$ cat src/rtl/mac4_pkg.sv
// rtl/mac4_pkg.sv - shared types and constants for the mac4 accumulate stage
package mac4_pkg;

  typedef enum logic {
    ACCUM = 1'b0,
    HOLD  = 1'b1
  } state_t;

  localparam int ACC_W_DEF   = 10;
  localparam int N_TERMS_DEF = 8;
  localparam int PROD_W      = 8;

endpackage

$ cat src/rtl/mul4x4_comb.sv
// rtl/mul4x4_comb.sv - combinational 4x4 unsigned multiplier
module mul4x4_comb (
  input  logic [3:0] a,
  input  logic [3:0] b,
  output logic [7:0] p
);

  // Shift-and-add over the four partial-product rows of the array.
  always_comb begin
    p = 8'd0;
    for (int i = 0; i < 4; i++) begin
      if (b[i]) p = p + ({4'd0, a} << i);
    end
  end

endmodule

$ cat src/rtl/mac4_seq.sv
// rtl/mac4_seq.sv - sums N_TERMS 4x4 products into one handshaked result
module mac4_seq
  import mac4_pkg::*;
#(
  parameter int ACC_W   = ACC_W_DEF,
  parameter int N_TERMS = N_TERMS_DEF
) (
  input  logic             clk,
  input  logic             rst,
  input  logic             clr,
  input  logic             in_valid,
  output logic             in_ready,
  input  logic [3:0]       a,
  input  logic [3:0]       b,
  output logic             out_valid,
  input  logic             out_ready,
  output logic [ACC_W-1:0] acc,
  output logic             ovf
);

  localparam int CNT_W = $clog2(N_TERMS + 1);
  localparam logic [CNT_W-1:0] LAST = CNT_W'(N_TERMS - 1);

  state_t              state;
  logic [CNT_W-1:0]    cnt;
  logic [PROD_W-1:0]   prod;
  logic [ACC_W:0]      sum;

  mul4x4_comb u_mul (
    .a (a),
    .b (b),
    .p (prod)
  );

  // Extra top bit of the adder is the carry-out that feeds the sticky ovf.
  assign sum = {1'b0, acc} + (ACC_W + 1)'(prod);

  assign in_ready  = (state == ACCUM);
  assign out_valid = (state == HOLD);

  always_ff @(posedge clk) begin
    if (rst || clr) begin
      state <= ACCUM;
      cnt   <= '0;
      acc   <= '0;
      ovf   <= 1'b0;
    end else begin
      case (state)
        ACCUM: begin
          if (in_valid) begin
            acc <= sum[ACC_W-1:0];
            ovf <= ovf | sum[ACC_W];
            cnt <= cnt + CNT_W'(1);
            if (cnt == LAST) state <= HOLD;
          end
        end
        HOLD: begin
          if (out_ready) begin
            state <= ACCUM;
            cnt   <= '0;
            acc   <= '0;
            ovf   <= 1'b0;
          end
        end
        default: state <= ACCUM;
      endcase
    end
  end

endmodule

$ cat config.mk
export PLATFORM = sky130hd
export DESIGN_NAME = mac4_seq
export DESIGN_NICKNAME = d
export VERILOG_FILES = /design/src/rtl/mac4_pkg.sv /design/src/rtl/mul4x4_comb.sv /design/src/rtl/mac4_seq.sv
export SDC_FILE = /design/constraint.sdc
export NUM_CORES = 1
export LEC_CHECK = 0
export ABC_AREA = 1
export ABC_CLOCK_PERIOD_IN_PS = 14350
export CAP_MARGIN = 20
export CORE_ASPECT_RATIO = 0.9
export CORE_MARGIN = 10
export CORE_UTILIZATION = 59
export DETAILED_ROUTE_END_ITERATION = 10
export GPL_TIMING_DRIVEN = 0
export MAX_ROUTING_LAYER = met4
export PLACE_DENSITY = 0.89
export SLEW_MARGIN = 10
export SYNTH_ARGS = -nofsm -noshare
export SYNTH_HDL_FRONTEND = slang
export SYNTH_HIERARCHICAL = 1
export SYNTH_SLANG_ARGS = --single-unit
$ cat constraint.sdc
create_clock -name clk -period 14.35 [get_ports clk]
set_input_delay 2.87 -clock clk [delete_from_list [all_inputs] [get_ports clk]]
set_output_delay 2.87 -clock clk [all_outputs]
set_load 0.01 [all_outputs]
==> flow_summary.json <==
{
  "status": "finished, final reports clean",
  "fp_util_pct": 61.9,
  "crit_fanout": 6,
  "synth_cells": 256,
  "cts.sinks": 16,
  "worstSkewPairLatency_ns": 0.29,
  "fin_ws_ns": 7.13,
  "grt_max_degree": 11,
  "p_switching_mw": 0.0474,
  "hold_buffers": 0,
  "min_to": "ovf",
  "grt_pass1_wl_um": 6960,
  "warnings": 27,
  "numCtsBuffers": 3,
  "rsz0062_at_grt": "no",
  "via_per_inst": 5.15,
  "cts_tree": "yes",
  "top_layer_used": "met4",
  "die_area_um2": 5440,
  "enable_flop_cells": 0,
  "hold_path_depth": 2,
  "p_comb_share_pct": 41.6,
  "use_met2_pct": 25.8,
  "globalplace.congestion": 0.910,
  "final_common_cell": "nand2_1",
  "vias": 1674
}
## cell families after synthesis
group,after synthesis,share of synthesized area (%)
xor gates and xnor gates,5,2.57
AOI/OAI and AO/OA,37,12.4
and+or+nand+nor,131,37.2
buffers and inverters,43,9.63
adders and majority gates,24,19.4
DFF,16,18.8
## state kept, by name (all words and copies together), names as in the netlist
| register | count |
|---|---|
| out_valid | 1 |
| cnt | 4 |
| ovf | 1 |
| acc | 10 |
## worst max path at each step
stage / startpoint / end / slack, ns / cells after the start
6_report: a[1] / acc[9] / 7.13 / 26
5_1_grt: a[1] / acc[7] / 6.75 / 26
4_1_cts: a[1] / acc[9] / 7.16 / 26
3_5_place_dp: a[1] / acc[9] / 6.90 / 26
3_3_place_gp: a[1] / acc[8] / 6.92 / 24
2_1_floorplan: a[1] / acc[8] / 7.84 / 23
### Gate families picked out

Bar = 20 um.
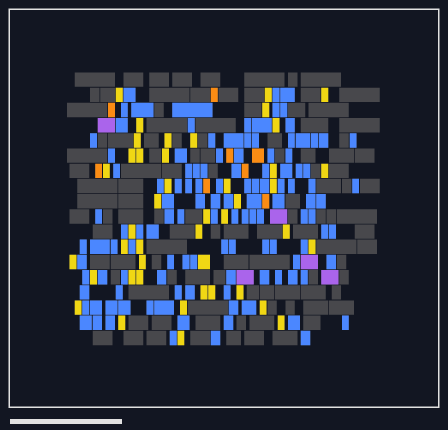
colour	family	cells	most used
blue	NAND gates	120	nand2_1
yellow	inverters	43	inv_1
purple	XOR/XNOR gates	5	xor2_1
orange	NOR gates	8	nor2_1
Comb/total area: 59.7%
Non-Filler Instances: 325

### Clock network drawn from the DEF

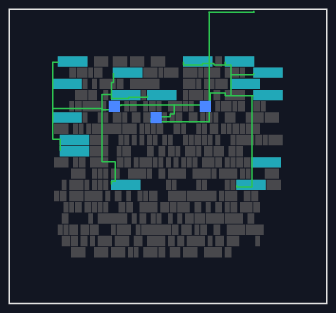
[green] clock wires | length: 234 um
[cyan] flip-flops | count: 16
[blue] cells driving clock nets | count: 3
routed clock nets	4
Clock group: 0.0301 mW
clock share of power: 22.9%

No activity file was given, so power comes from the tool's default toggle rates.
